File: config.mk
export PLATFORM = sky130hd
export DESIGN_NAME = demux_1to4_reg
export DESIGN_NICKNAME = d
export VERILOG_FILES = /design/src/rtl/demux_1to4_reg_pkg.sv /design/src/rtl/demux_slot.sv /design/src/rtl/demux_1to4_reg.sv
export SDC_FILE = /design/constraint.sdc
export NUM_CORES = 1
export LEC_CHECK = 0
export ABC_AREA = 0
export ABC_CLOCK_PERIOD_IN_PS = 1570
export CORE_ASPECT_RATIO = 0.75
export CORE_UTILIZATION = 41
export DETAILED_ROUTE_END_ITERATION = 7
export PLACE_DENSITY_LB_ADDON = 0.08
export SYNTH_ARGS = -nofsm -noshare
export SYNTH_HDL_FRONTEND = slang
export SYNTH_SLANG_ARGS = --single-unit
File: constraint.sdc
create_clock -name clk -period 1.57 [get_ports clk]
set_input_delay 0.3925 -clock clk [delete_from_list [all_inputs] [get_ports clk]]
set_output_delay 0.3925 -clock clk [all_outputs]
set_load 0.02 [all_outputs]
File: src/rtl/demux_1to4_reg_pkg.sv
// Shared constants and types for the registered 1-to-4 demultiplexer.
// Optional per-channel counters are enabled with `define DEMUX_CNT_EN.
package demux_1to4_reg_pkg;

  localparam int NCH   = 4;
  localparam int SEL_W = 2;

  typedef enum logic {
    EMPTY = 1'b0,
    FULL  = 1'b1
  } ch_state_e;

  function automatic logic [NCH-1:0] sel_onehot(input logic [SEL_W-1:0] sel);
    logic [NCH-1:0] oh;
    oh      = '0;
    oh[sel] = 1'b1;
    return oh;
  endfunction

endpackage

File: src/rtl/demux_slot.sv
// One-entry output channel: holds a word from load until the consumer drains it.
// With `define DEMUX_CNT_EN it also keeps a saturating count of loads.
module demux_slot
  import demux_1to4_reg_pkg::*;
#(
  parameter int W = 3
`ifdef DEMUX_CNT_EN
  , parameter int CNT_W = 8
`endif
) (
  input  logic         clk,
  input  logic         rst_n,
  input  logic         load_i,
  input  logic         ready_i,
  input  logic [W-1:0] data_i,
  output logic         valid_o,
  output logic [W-1:0] data_o
`ifdef DEMUX_CNT_EN
  , output logic [CNT_W-1:0] cnt_o
`endif
);

  ch_state_e      state_q;
  logic [W-1:0]   data_q;

  // A load into a FULL slot is only issued when the slot drains the same
  // cycle, so the new word simply replaces the old one.
  always_ff @(posedge clk or negedge rst_n) begin
    if (!rst_n) begin
      state_q <= EMPTY;
      data_q  <= '0;
    end else begin
      case (state_q)
        EMPTY: begin
          if (load_i) begin
            state_q <= FULL;
            data_q  <= data_i;
          end
        end
        FULL: begin
          if (load_i) begin
            data_q <= data_i;
          end else if (ready_i) begin
            state_q <= EMPTY;
          end
        end
        default: state_q <= EMPTY;
      endcase
    end
  end

  assign valid_o = (state_q == FULL);
  assign data_o  = data_q;

`ifdef DEMUX_CNT_EN
  logic [CNT_W-1:0] cnt_q, cnt_d;

  always_comb begin
    cnt_d = cnt_q;
    if (load_i && (cnt_q != {CNT_W{1'b1}}))
      cnt_d = cnt_q + {{(CNT_W-1){1'b0}}, 1'b1};
  end

  always_ff @(posedge clk or negedge rst_n) begin
    if (!rst_n) cnt_q <= '0;
    else        cnt_q <= cnt_d;
  end

  assign cnt_o = cnt_q;
`endif

endmodule

File: src/rtl/demux_1to4_reg.sv
// Registered 1-to-4 demux: one producer, four independently back-pressured consumers.
// `define DEMUX_CNT_EN adds the per-channel accepted-word counters on cnt.
module demux_1to4_reg
  import demux_1to4_reg_pkg::*;
#(
  parameter int W     = 3,
  parameter int CNT_W = 8
) (
  input  logic               clk,
  input  logic               rst_n,
  input  logic               en,
  input  logic [SEL_W-1:0]   se,
  input  logic               in_valid,
  output logic               in_ready,
  input  logic [W-1:0]       in_data,
  output logic [NCH-1:0]     out_valid,
  input  logic [NCH-1:0]     out_ready,
  output logic [NCH*W-1:0]   out_data
`ifdef DEMUX_CNT_EN
  , output logic [NCH*CNT_W-1:0] cnt
`endif
);

  logic           sel_free;
  logic           accept;
  logic [NCH-1:0] load;

  // Reset gates in_ready so the producer sees no handshake while held in reset.
  assign sel_free = ~out_valid[se] | out_ready[se];
  assign in_ready = rst_n & en & sel_free;
  assign accept   = in_valid & in_ready;
  assign load     = accept ? sel_onehot(se) : '0;

  for (genvar k = 0; k < NCH; k++) begin : g_ch
    demux_slot #(
      .W(W)
`ifdef DEMUX_CNT_EN
      , .CNT_W(CNT_W)
`endif
    ) u_slot (
      .clk     (clk),
      .rst_n   (rst_n),
      .load_i  (load[k]),
      .ready_i (out_ready[k]),
      .data_i  (in_data),
      .valid_o (out_valid[k]),
      .data_o  (out_data[k*W +: W])
`ifdef DEMUX_CNT_EN
      , .cnt_o (cnt[k*CNT_W +: CNT_W])
`endif
    );
  end

  // CNT_W has no effect without the counters; this only keeps it referenced.
  if (CNT_W < 1) begin : g_cnt_w_unused
  end

endmodule
==> run_1/congestion_map.png <==
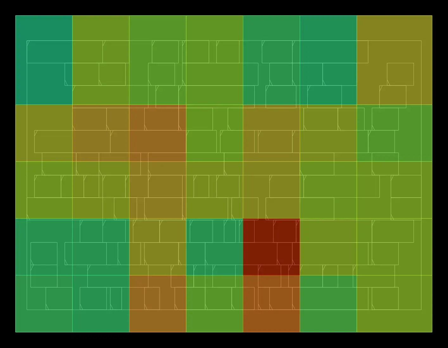
fin util: 77.6%
met3 Resource Use GR: 6.75%

==> run_1/m3.png <==
(10 px per um)
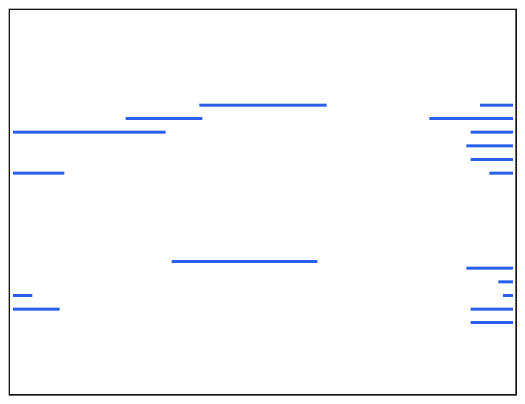
nets with wire on the layer	17
wire length on this layer	99.1 um
total number of vias: 594
aggregate routed wire length: 1600 um

==> reports/qor.log, run 1 <==
qor: cts.cts.path.max_buffers 2
qor: route.detailedRoute.firstIterationViolations 3
qor: die.die_h 38.4 um
qor: layout.non_clock_inverter_count 2
qor: cts.cts.root.buffer_cell sky130_fd_sc_hd__clkbuf_4
qor: cts.clock_sinks 16
qor: yosys.synth_async_sr_flop_share 100%
qor: power_and_ir_drop.pg_seq 0.524 mW
qor: outcome.violated_checks negative setup slack
qor: timing.grt_setup_unrepaired yes
qor: layout.layout.cells.non_filler 122
qor: setup_path.critical_path.reg2reg.endpoint g_ch[0].u_slot.data_o[0]
qor: power_and_ir_drop.power_per_cell_area 956 nW/um^2
qor: layout.num-multi-input-gates 32
qor: yosys.synth_top_area_share 55.3%
qor: placed_design.place_ws -0.842 ns
qor: cts.h_tree_depth 1
qor: timing.timing.max_slew.rel_slack 80.5%
qor: yosys.topCellsByArea sky130_fd_sc_hd__dfrtp_1, sky130_fd_sc_hd__mux2_2, sky130_fd_sc_hd__mux2_1
qor: yosys.synth.distinct_cells 22
qor: setup_path.worst-endpoint-arrival 1.34 ns
qor: layout.layout_top_cell sky130_fd_sc_hd__dlygate4sd2_1
qor: timing.clock_skew 0.00247 ns
qor: power_and_ir_drop.power-top-group sequential cells
qor: die.chipArea 1940 um^2
qor: yosys.postSynthNetCount 68
qor: timing.worst_pin_slew 0.293 ns
qor: die.chip_width 50.5 um
qor: route.drt.antenna.violating_nets 0
qor: placed_design.number_of_buffers_added_on_ports 29
qor: yosys.xor_area_share 0%
qor: setup_path.critical_path.startpoint_type input pin
qor: yosys.synth_adder_area_share 0%
qor: yosys.synthesis.area_per_instance 13.2 um^2
qor: setup_path.r2r.worst_path.cells 5
qor: power_and_ir_drop.max_rail_drop_vdd 0.739 mV
qor: power_and_ir_drop.internal_power 0.808 mW
qor: layout.final-nonclk-buf-share 33.3%
qor: route.viasPerCell 4.87
qor: setup_path.regToRegSetupSlack -0.08 ns
qor: yosys.yosys.stat.seqShare 55.3%
qor: yosys.netlist_top_cells_count sky130_fd_sc_hd__dfrtp_1, sky130_fd_sc_hd__mux2_2, sky130_fd_sc_hd__buf_4
qor: layout.logic_area 338 um^2
qor: placed_design.post_detailed_placement_half_perimeter_wirelength 1250 um
qor: timing.setup_violation_total_in_the_final_timing_report 4
qor: yosys.cell_taking_the_most_area_after_synthesis sky130_fd_sc_hd__dfrtp_1
qor: setup_path.timing_worst_setup_path_type in -> out
qor: placed_design.dpl-instance-area 1110 um^2
qor: power_and_ir_drop.combinationalPower 0.369 mW
qor: yosys.logic_family_by_area multiplexers
qor: die.tap-cell-count 21
qor: power_and_ir_drop.static-leakage-power 0.606 nW
qor: setup_path.crit_end in_ready
qor: layout.final_layout_size_suffix_gt1_share 42.6%
qor: global_route.grt_antenna_before_repair 0
qor: placed_design.placedCellCount 113
qor: layout.largest_register_ffs 12
qor: cts.clkLatencyLatePin 0.28 ns
qor: setup_path.worst-path-max-fanout 2
qor: die.core_util_floorplan 46.4%
qor: yosys.numSynthFlops 16
qor: yosys.synth_area 724 um^2
qor: global_route.grt_first_pass_wirelength 2730 um
qor: outcome.run_status finished with violations
qor: timing.timing.final.ws_setup -0.164 ns
qor: layout.n_all_buffers 47
qor: layout.clock_buffer_count 4
qor: yosys.synth_top_cell_by_count sky130_fd_sc_hd__dfrtp_1
qor: timing.finalHoldWorstSlack 0.169 ns
qor: cts.cts_buffers 3
qor: timing.max_freq 0.577 GHz
qor: setup_path.worstPathRequired 1.18 ns
==> run_1/class_map.png <==
(8 px per um) Fill, decap, tap and diode cells in grey.
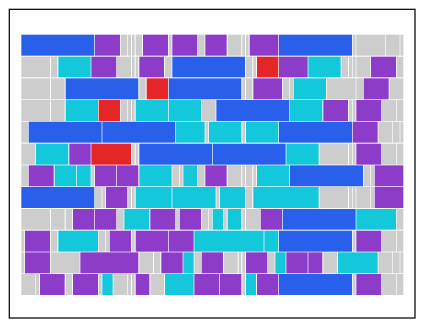
colour	class	cells
cyan	remaining logic cells	34
purple	remaining buffers and delay cells	47
blue	registers	16
red	clock drivers and dummy loads	4
Std-Cell Rows: 12
standard cell core area: 1560 um^2
flop share of the area: 33.1%
finished layout cell area: 1210 um^2

run 1: metal layers:
metal | up-vias | GRT usage [%]
met5 | - | 0
met4 | 0 | 4.86
met3 | 0 | 6.75
met2 | 21 | 35.0
met1 | 286 | 24.4
li1 | 287 | -
run 1: timing repair:
item | in CTS | in global routing
pin swaps | 2 | 1
cloned | 0 | 0
buffers inserted | 0 | 5
setup endpoints to repair | 29 | 10
resized | 39 | 6
run 1: worst max-delay path, cell delays in order:
cell and delay [ns]:
sky130_fd_sc_hd__clkdlybuf4s50_1 0.47, sky130_fd_sc_hd__nand2b_4 0.14, sky130_fd_sc_hd__mux2i_4 0.06, sky130_fd_sc_hd__a21oi_2 0.14
sky130_fd_sc_hd__buf_6 0.13
==> run_1/sizing.png <==
(8 px per um)
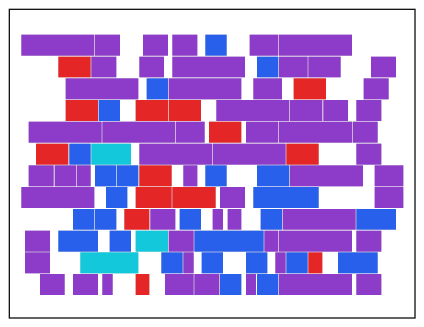

==> run 2, diff against run 1 <==
==> constraint.sdc (replaced) <==
create_clock -name clk -period 1.57 [get_ports clk]
set_input_delay 0.157 -clock clk [delete_from_list [all_inputs] [get_ports clk]]
set_output_delay 0.157 -clock clk [all_outputs]
set_load 0.02 [all_outputs]
==> run_2/sizing.png <==
(8 px per um)
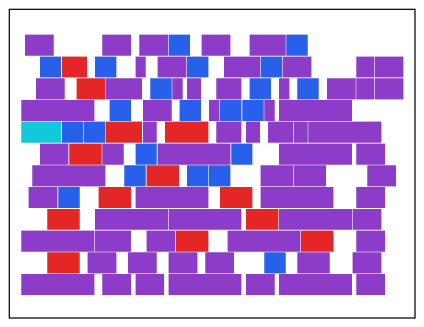
colour	size	cells
blue	x3 and x4	22
red	x2	13
cyan	x6 and larger	1
purple	x1 and smaller	66

==> run_2/class_map.png <==
(8 px per um) Fill, decap, tap and diode cells in grey.
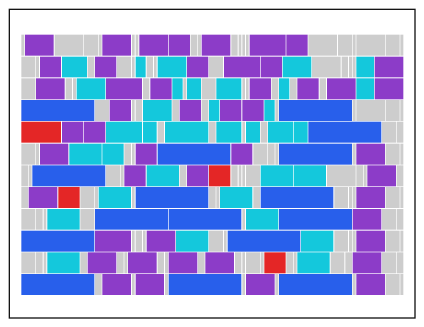
colour	class	cells
purple	remaining buffers and delay cells	48
red	clock drivers and dummy loads	4
cyan	remaining logic cells	34
blue	registers	16

==> run 2 against run 1 <==
- the flow now finishes without violations
- synthesized area stayed put
- die size stayed put
- hold slack better by 0.13 ns
- count of clock-buffer cells in the layout stayed put
- core utilization is 0.56 points lower
- combinational power is 12% higher
- via count is 1.3% lower
- final cell count is 0.82% higher
==> reports/qor.log, run 2 <==
qor: die.standard_cell_core_area 1560 um^2 [unchanged]
qor: yosys.synth_top_area_share 55.3% [unchanged]
qor: yosys.yosys-mux-area-fraction 20.0% [unchanged]
qor: yosys.number_of_flops_mapped_to_enable_cells_by_yosys 0 [unchanged]
qor: yosys.synth_async_sr_flop_share 100% [unchanged]
qor: timing.totalNegativeSetupSlack 0 ns [was -0.390 ns]
qor: setup_path.critical_path.startpoint_type flop [was input pin]
qor: yosys.netlist_instances 55 [unchanged]
qor: power_and_ir_drop.power_per_cell_area 999 nW/um^2 [was 956 nW/um^2]
qor: route.finalWirelength 1490 um [was 1600 um]
qor: placed_design.post_detailed_placement_half_perimeter_wirelength 1210 um [was 1250 um]
qor: power_and_ir_drop.combPwrFrac 34.5% [was 31.8%]
qor: route.viasPerCell 4.76 [was 4.87]
qor: setup_path.r2r.worst_path.cells 4 [was 5]
qor: yosys.xor_area_share 0% [unchanged]
qor: yosys.topCellsByArea sky130_fd_sc_hd__dfrtp_1, sky130_fd_sc_hd__mux2_2, sky130_fd_sc_hd__mux2_1 [unchanged]
qor: die.chipArea 1940 um^2 [unchanged]
qor: yosys.synth_adder_area_share 0% [unchanged]
qor: timing.timing.max_slew.rel_slack 53.6% [was 80.5%]
qor: timing.max_freq 0.664 GHz [was 0.577 GHz]
qor: placed_design.dpl-instance-area 1140 um^2 [was 1110 um^2]
qor: global_route.grt_usage 18.5% [was 20.1%]
qor: setup_path.worst-path-max-fanout 2 [unchanged]
qor: global_route.globalRouteMet1Util 23.5% [was 24.4%]
qor: timing.timing.final.ws_setup 0.0649 ns [was -0.164 ns]
qor: setup_path.worst-endpoint-arrival 1.35 ns [was 1.34 ns]
qor: route.detail_route.first_pass.iterations 2 [unchanged]
qor: die.chip_width 50.5 um [unchanged]
qor: cts.h_tree_depth 1 [unchanged]
qor: layout.num-nets-final 116 [was 115]
qor: global_route.met3_resource_use_gr 8.33% [was 6.75%]
qor: route.met3_length 91 um [was 99 um]
qor: yosys.synth_top_cell_by_count sky130_fd_sc_hd__dfrtp_1 [unchanged]
qor: yosys.numSynthFlops 16 [unchanged]
qor: layout.final_area 1200 um^2 [was 1210 um^2]
qor: route.topRoutingLayerUsed met3 [unchanged]
qor: power_and_ir_drop.max_rail_drop_vdd 1.01 mV [was 0.739 mV]
qor: global_route.busiest_layer met2 [unchanged]
qor: die.rows 12 [unchanged]
qor: cts.clock_sinks 16 [unchanged]
qor: route.drt_drc_violations_left 0 [unchanged]
qor: setup_path.worstPathRequired 1.41 ns [was 1.18 ns]
qor: placed_design.number_of_buffers_added_on_ports 29 [unchanged]
qor: yosys.yosys-stat-cells 55 [unchanged]
qor: timing.worst_pin_slew 0.694 ns [was 0.293 ns]
qor: power_and_ir_drop.power-top-group sequential cells [unchanged]
qor: layout.antenna-diode-count 0 [unchanged]
qor: timing.hold_viol 0 [unchanged]
qor: cts.tritoncts done [unchanged]
qor: route.drt-wirelength-per-cell 12.1 um [was 13.1 um]
qor: run.maxCapViolations 0 [unchanged]
qor: placed_design.placedCellCount 118 [was 113]
qor: yosys.synthesis.area_per_instance 13.2 um^2 [unchanged]
qor: layout.largest_register_ffs 12 [unchanged]
qor: yosys.logic_family_by_area multiplexers [unchanged]
qor: global_route.grt_first_pass_wirelength 2460 um [was 2730 um]
qor: yosys.synth_area 724 um^2 [unchanged]
qor: placed_design.place.gp.congestion 0.761 [was 0.735]
qor: layout.most-common-layout-cells sky130_fd_sc_hd__clkdlybuf4s50_1, sky130_fd_sc_hd__buf_4, sky130_fd_sc_hd__dfrtp_1, sky130_fd_sc_hd__mux2_2, sky130_fd_sc_hd__dlymetal6s2s_1 [was sky130_fd_sc_hd__dlygate4sd2_1, sky130_fd_sc_hd__buf_4, sky130_fd_sc_hd__dfrtp_1, sky130_fd_sc_hd__mux2_2, sky130_fd_sc_hd__clkdlybuf4s50_1]
qor: power_and_ir_drop.power.switching_fraction 28.4% [was 30.2%]
qor: power_and_ir_drop.power.net_switching 0.341 mW [was 0.350 mW]
qor: cts.cts.root.buffer_cell sky130_fd_sc_hd__clkbuf_4 [unchanged]
qor: setup_path.crit_end in_ready [unchanged]
qor: yosys.yosys.stat.seqShare 55.3% [unchanged]
qor: yosys.postSynthNetCount 68 [unchanged]
qor: timing.grt_setup_unrepaired yes [unchanged]
qor: yosys.synth.distinct_cells 22 [unchanged]
qor: outcome.run_status finished, final reports clean [was finished with violations]
qor: setup_path.timing_worst_setup_path_type reg -> out [was in -> out]
qor: layout.layout_top_cell sky130_fd_sc_hd__clkdlybuf4s50_1 [was sky130_fd_sc_hd__dlygate4sd2_1]
qor: setup_path.r2r_startpoint g_ch[0].u_slot.valid_o [unchanged]
qor: power_and_ir_drop.internal_power 0.860 mW [was 0.808 mW]
qor: cts.cts_buffers 3 [unchanged]
qor: yosys.netlist_top_cells_count sky130_fd_sc_hd__dfrtp_1, sky130_fd_sc_hd__mux2_2, sky130_fd_sc_hd__buf_4 [unchanged]
qor: hold_path.hold_path_origin se[0]
qor: yosys.synth.cellmix.simpleShare 11.7% [unchanged]
qor: cts.clkLatencyLatePin 0.28 ns [about the same]
qor: die.die_h 38.4 um [unchanged]
qor: power_and_ir_drop.pwr.group.clock 0.262 mW [was 0.266 mW]
qor: global_route.grt.overflow.total 0 [unchanged]
qor: setup_path.critical_path.reg2reg.endpoint g_ch[0].u_slot.data_o[2] [was g_ch[0].u_slot.data_o[0]]
qor: yosys.synth-warning-count 0 [unchanged]
qor: timing.setup_violation_total_in_the_final_timing_report 0 [was 4]
qor: layout.layout.cells.non_filler 123 [was 122]
qor: layout.final_layout_size_suffix_gt1_share 35.3% [was 42.6%]
qor: yosys.cell_taking_the_most_area_after_synthesis sky130_fd_sc_hd__dfrtp_1 [unchanged]
qor: die.core_util_floorplan 46.4% [unchanged]
qor: timing.finalHoldWorstSlack 0.298 ns [was 0.169 ns]
qor: power_and_ir_drop.p_total 1.20 mW [was 1.16 mW]
qor: global_route.groute.layer.met2.usage 29.0% [was 35.0%]
qor: route.vias 586 [was 594]
qor: global_route.grt_antenna_before_repair 0 [unchanged]
qor: power_and_ir_drop.power.sequential.fraction 43.7% [was 45.2%]
qor: power_and_ir_drop.pg_seq 0.524 mW [about the same]
qor: setup_path.worstSetupStartpoint g_ch[0].u_slot.valid_o [was out_ready[1]]
qor: layout.utilization 77.0% [was 77.6%]
qor: power_and_ir_drop.combinationalPower 0.414 mW [was 0.369 mW]
qor: timing.clock_skew 0.000284 ns [was 0.00247 ns]
qor: setup_path.regToRegSetupSlack 0.09 ns [was -0.08 ns]
qor: route.drt.antenna.violating_nets 0 [unchanged]
qor: global_route.via_count_of_the_first_global_routing_pass 553 [was 619]
qor: cts.cts_setup_buffers 0 [unchanged]
qor: placed_design.place_ws -0.390 ns [was -0.842 ns]
qor: power_and_ir_drop.static-leakage-power 0.588 nW [was 0.606 nW]
qor: route.detailedRoute.firstIterationViolations 2 [was 3]
qor: cts.cts.path.max_buffers 2 [unchanged]
[run 2: critical path: stages, from the launching register on]
cell and delay [ns]:
sky130_fd_sc_hd__dfrtp_1 0.39, sky130_fd_sc_hd__nor4b_1 0.14, sky130_fd_sc_hd__a311o_1 0.27, sky130_fd_sc_hd__a21oi_1 0.11, sky130_fd_sc_hd__buf_4 0.15
[run 2: what timing repair did]
item,in CTS,in global routing
resized,6,5
hold buffers,0,1
pin swaps,1,1
endpoints found under the setup margin,1,11
hold endpoints to repair,0,16
[run 2: layout make-up]
class	count	area (um^2)
tap	21	26.3
clock buffer	4	36.3
inverter	2	7.51
sequential	16	400
multi-input combinational	32	289
timing repair buffer	48	443
fill	115	359
==> run_2/m3.png <==
(10 px per um)
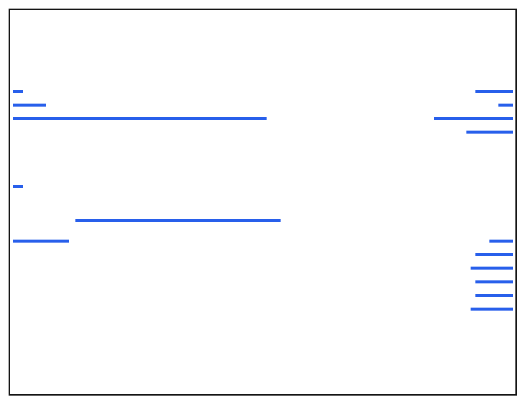

==> run 3, diff against run 2 <==
- PLACE_DENSITY: unset -> 0.78
- PLACE_DENSITY_LB_ADDON: 0.08 -> unset
==> run_3/m3.png <==
(10 px per um)
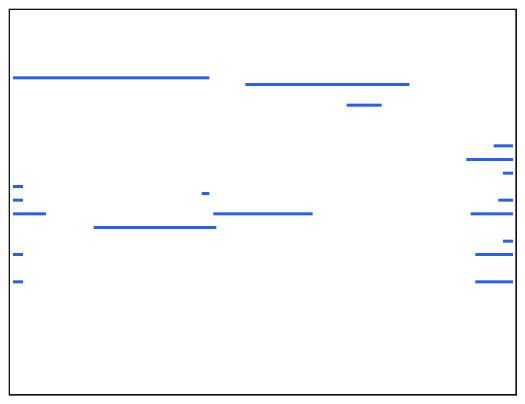
main direction	horizontal
nets with wire on the layer	17
wire length on this layer	85.6 um
met3 Resource Use GR: 6.35%
total number of vias: 608

==> run_3/class_map.png <==
(8 px per um) Fill, decap, tap and diode cells in grey.
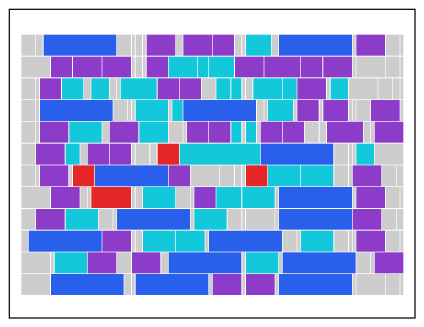
colour	class	cells
red	clock drivers and dummy loads	4
purple	remaining buffers and delay cells	45
cyan	remaining logic cells	34
blue	registers	16
finished layout cell area: 1190 um^2
fin util: 76.0%
flop share of the area: 33.7%

==> run 3 against run 2 <==
- power is 1.9% higher
- critical path type unchanged
- clock skew is 0.0041 ns higher
- non-clock buffer count is 3 lower
- routed wire length is 21% higher
- highest routed layer is now met4
- fmax is 2.2% lower
- design area is 1.2% lower
==> reports/qor.log, run 3 <==
qor: yosys.number_of_flops_mapped_to_enable_cells_by_yosys 0 [unchanged]
qor: setup_path.critPathMaxStageDelay 0.40 ns [was 0.39 ns]
qor: route.drt-wirelength-per-cell 15.0 um [was 12.1 um]
qor: power_and_ir_drop.p_total 1.22 mW [was 1.20 mW]
qor: die.standard_cell_core_area 1560 um^2 [unchanged]
qor: route.viasPerCell 5.07 [was 4.76]
qor: cts.path_clk_slew 0.10 ns [was 0.09 ns]
qor: cts.h_tree_depth 1 [unchanged]
qor: die.boundaryPins 30 [unchanged]
qor: layout.num-nets-final 113 [was 116]
qor: yosys.postSynthNetCount 68 [unchanged]
qor: cts.tritoncts done [unchanged]
qor: timing.grt_setup_unrepaired yes [unchanged]
qor: yosys.synthesis.area_per_instance 13.2 um^2 [unchanged]
qor: timing.clock_skew 0.00439 ns [was 0.000284 ns]
qor: route.detailedRoute.firstIterationViolations 13 [was 2]
qor: setup_path.worst-endpoint-arrival 1.38 ns [was 1.35 ns]
qor: timing.totalNegativeSetupSlack 0 ns [unchanged]
qor: setup_path.worstSetupStartpoint g_ch[0].u_slot.valid_o [unchanged]
qor: yosys.synth-warning-count 0 [unchanged]
qor: yosys.synth_async_sr_flop_share 100% [unchanged]
qor: yosys.synth_area 724 um^2 [unchanged]
qor: hold_path.worst_hold_path_type in -> async [was in -> reg]
qor: die.chipArea 1940 um^2 [unchanged]
qor: placed_design.placedCellCount 115 [was 118]
qor: yosys.numSynthFlops 16 [unchanged]
qor: run.maxCapViolations 0 [unchanged]
qor: setup_path.crit_end in_ready [unchanged]
qor: timing.max_freq 0.650 GHz [was 0.664 GHz]
qor: placed_design.post_detailed_placement_half_perimeter_wirelength 1420 um [was 1210 um]
qor: route.topRoutingLayerUsed met4 [was met3]
qor: timing.worst_pin_slew 0.240 ns [was 0.694 ns]
qor: run.warnings 28 [was 27]
qor: setup_path.timing_worst_setup_path_type reg -> out [unchanged]
qor: cts.clock_sinks 16 [unchanged]
qor: global_route.grt_usage 21.9% [was 18.5%]
qor: setup_path.end_kind output port [unchanged]
qor: setup_path.critical-path-slowest-cell sky130_fd_sc_hd__dfrtp_1 [unchanged]
qor: power_and_ir_drop.power-top-group sequential cells [unchanged]
qor: route.finalWirelength 1800 um [was 1490 um]
qor: yosys.yosys-stat-cells 55 [unchanged]
qor: yosys.flop_cell sky130_fd_sc_hd__dfrtp_1 [unchanged]
qor: yosys.cell_taking_the_most_area_after_synthesis sky130_fd_sc_hd__dfrtp_1 [unchanged]
qor: yosys.yosys.stat.seqShare 55.3% [unchanged]
qor: power_and_ir_drop.internal_power 0.858 mW [was 0.860 mW]
qor: yosys.netlist_instances 55 [unchanged]
qor: setup_path.critical_path.reg2reg.endpoint g_ch[0].u_slot.data_o[1] [was g_ch[0].u_slot.data_o[2]]
qor: cts.cts_setup_buffers 0 [unchanged]
qor: die.core_util_floorplan 46.4% [unchanged]
qor: cts.clkLatencyLatePin 0.29 ns [was 0.28 ns]
qor: setup_path.crit_family AND-OR/OR-AND gates [was flip-flops]
qor: global_route.busiest_layer met2 [unchanged]
qor: cts.cts.root.buffer_cell sky130_fd_sc_hd__clkbuf_4 [unchanged]
qor: power_and_ir_drop.power.sequential.fraction 43.2% [was 43.7%]
qor: setup_path.critical_path.startpoint_type flop [unchanged]
qor: power_and_ir_drop.pg_seq 0.529 mW [was 0.524 mW]
qor: yosys.synth_top_cell_by_count sky130_fd_sc_hd__dfrtp_1 [unchanged]
qor: cts.cts.path.max_buffers 2 [unchanged]
qor: global_route.groute.layer.met2.usage 35.3% [was 29.0%]
qor: timing.setup_violation_total_in_the_final_timing_report 0 [unchanged]
qor: route.met3_length 85 um [was 91 um]
qor: timing.finalWorstPathRequiredPeriod 1.54 ns [was 1.51 ns]
qor: route.detail_route.first_pass.iterations 4 [was 2]
qor: layout.layout.cells.non_filler 120 [was 123]
qor: setup_path.worst-path-max-fanout 2 [unchanged]
qor: setup_path.r2r_startpoint g_ch[0].u_slot.valid_o [unchanged]
qor: die.chip_width 50.5 um [unchanged]
qor: timing.timing.final.ws_setup 0.0318 ns [was 0.0649 ns]
qor: route.m1WireLength 800 um [was 721 um]
qor: yosys.synth.distinct_cells 22 [unchanged]
qor: setup_path.cp.depth 4 [unchanged]
qor: yosys.netlist_top_cells_count sky130_fd_sc_hd__dfrtp_1, sky130_fd_sc_hd__mux2_2, sky130_fd_sc_hd__buf_4 [unchanged]
qor: power_and_ir_drop.combinationalPower 0.420 mW [was 0.414 mW]
qor: setup_path.worstPathRequired 1.41 ns [about the same]
qor: timing.report.final.slew_viol_count 0 [unchanged]
qor: global_route.grt_start_max_net_pins 15 [was 17]
qor: route.drt_drc_violations_left 0 [unchanged]
qor: power_and_ir_drop.power.switching_fraction 29.9% [was 28.4%]
qor: power_and_ir_drop.combPwrFrac 34.3% [was 34.5%]
qor: cts.cts_buffers 3 [unchanged]
qor: timing.post_route_fraction_of_the_period_consumed_by_the_critical_path 98.0% [was 95.9%]
qor: route.met2_length 903 um [was 679 um]
qor: yosys.synth_top_area_share 55.3% [unchanged]
qor: die.rows 12 [unchanged]
qor: global_route.via_count_of_the_first_global_routing_pass 611 [was 553]
qor: placed_design.place.gp.congestion 0.798 [was 0.761]
qor: layout.synthToLayoutAreaGrowth 63.9% [was 66.0%]
qor: route.drt.antenna.violating_nets 0 [unchanged]
qor: layout.largest_register_ffs 12 [unchanged]
qor: power_and_ir_drop.static-leakage-power 0.555 nW [was 0.588 nW]
qor: global_route.grt_antenna_before_repair 0 [unchanged]
qor: setup_path.critical_path.cell_chain nor4b_1 > a311o_1 > a21oi_2 > buf_4 [was nor4b_1 > a311o_1 > a21oi_1 > buf_4]
qor: timing.timing.max_slew.rel_slack 83.8% [was 53.6%]
qor: outcome.run_status finished, final reports clean [unchanged]
qor: timing.finalHoldWorstSlack 0.0619 ns [was 0.298 ns]
qor: global_route.globalRouteMet1Util 29.3% [was 23.5%]
qor: global_route.grt.overflow.total 0 [unchanged]
qor: timing.hold_viol 0 [unchanged]
qor: global_route.grt_first_pass_wirelength 2960 um [was 2460 um]
qor: power_and_ir_drop.power.clock.fraction 22.5% [was 21.8%]
qor: power_and_ir_drop.pwr.group.clock 0.276 mW [was 0.262 mW]
qor: die.die_h 38.4 um [unchanged]
qor: yosys.topCellsByArea sky130_fd_sc_hd__dfrtp_1, sky130_fd_sc_hd__mux2_2, sky130_fd_sc_hd__mux2_1 [unchanged]
qor: layout.antenna-diode-count 0 [unchanged]
qor: setup_path.crit_buf_inv 1 [unchanged]
qor: placed_design.number_of_buffers_added_on_ports 29 [unchanged]
qor: setup_path.r2r.worst_path.cells 4 [unchanged]
qor: placed_design.place_ws -0.395 ns [was -0.390 ns]
qor: layout.layout_top_cell sky130_fd_sc_hd__clkdlybuf4s50_1 [unchanged]
qor: power_and_ir_drop.max_rail_drop_vdd 1.13 mV [was 1.01 mV]
qor: layout.most-common-layout-cells sky130_fd_sc_hd__clkdlybuf4s50_1, sky130_fd_sc_hd__dfrtp_1, sky130_fd_sc_hd__buf_4, sky130_fd_sc_hd__mux2_2 [was sky130_fd_sc_hd__clkdlybuf4s50_1, sky130_fd_sc_hd__buf_4, sky130_fd_sc_hd__dfrtp_1, sky130_fd_sc_hd__mux2_2, sky130_fd_sc_hd__dlymetal6s2s_1]
qor: placed_design.dpl-instance-area 1120 um^2 [was 1140 um^2]
qor: power_and_ir_drop.power_per_cell_area 1030 nW/um^2 [was 999 nW/um^2]
qor: setup_path.regToRegSetupSlack 0.08 ns [was 0.09 ns]
qor: power_and_ir_drop.power.net_switching 0.366 mW [was 0.341 mW]
qor: layout.final_layout_size_suffix_gt1_share 33.3% [was 35.3%]
qor: yosys.ys_area 724 um^2 [unchanged]
==> run 3: timing repair <==
action / CTS / global route
endpoints found under the hold margin: 14 / 0
hold buffers: 1 / 0
setup endpoints to repair: 4 / 11
gates resized: 6 / 5
pin swaps: 1 / 1
cloned: 0 / 0
==> run 3: kinds of logic after synthesis <==
kind of cell	after synthesis	share of synthesized area, %
AND-OR/OR-AND	6	7.08
AND/OR/NAND/NOR	13	11.7
flip-flops	16	55.3
buffers and inverters	7	5.87
multiplexers	13	20.0
==> run 3: final cells by class <==
class | count | area (um^2)
fill | 108 | 374
clock buffer | 4 | 36.3
tap | 21 | 26.3
sequential | 16 | 400
timing repair buffer | 45 | 414
inverter | 2 | 7.51
multi-input combinational | 32 | 303
Power and IR drop assume default switching activity.
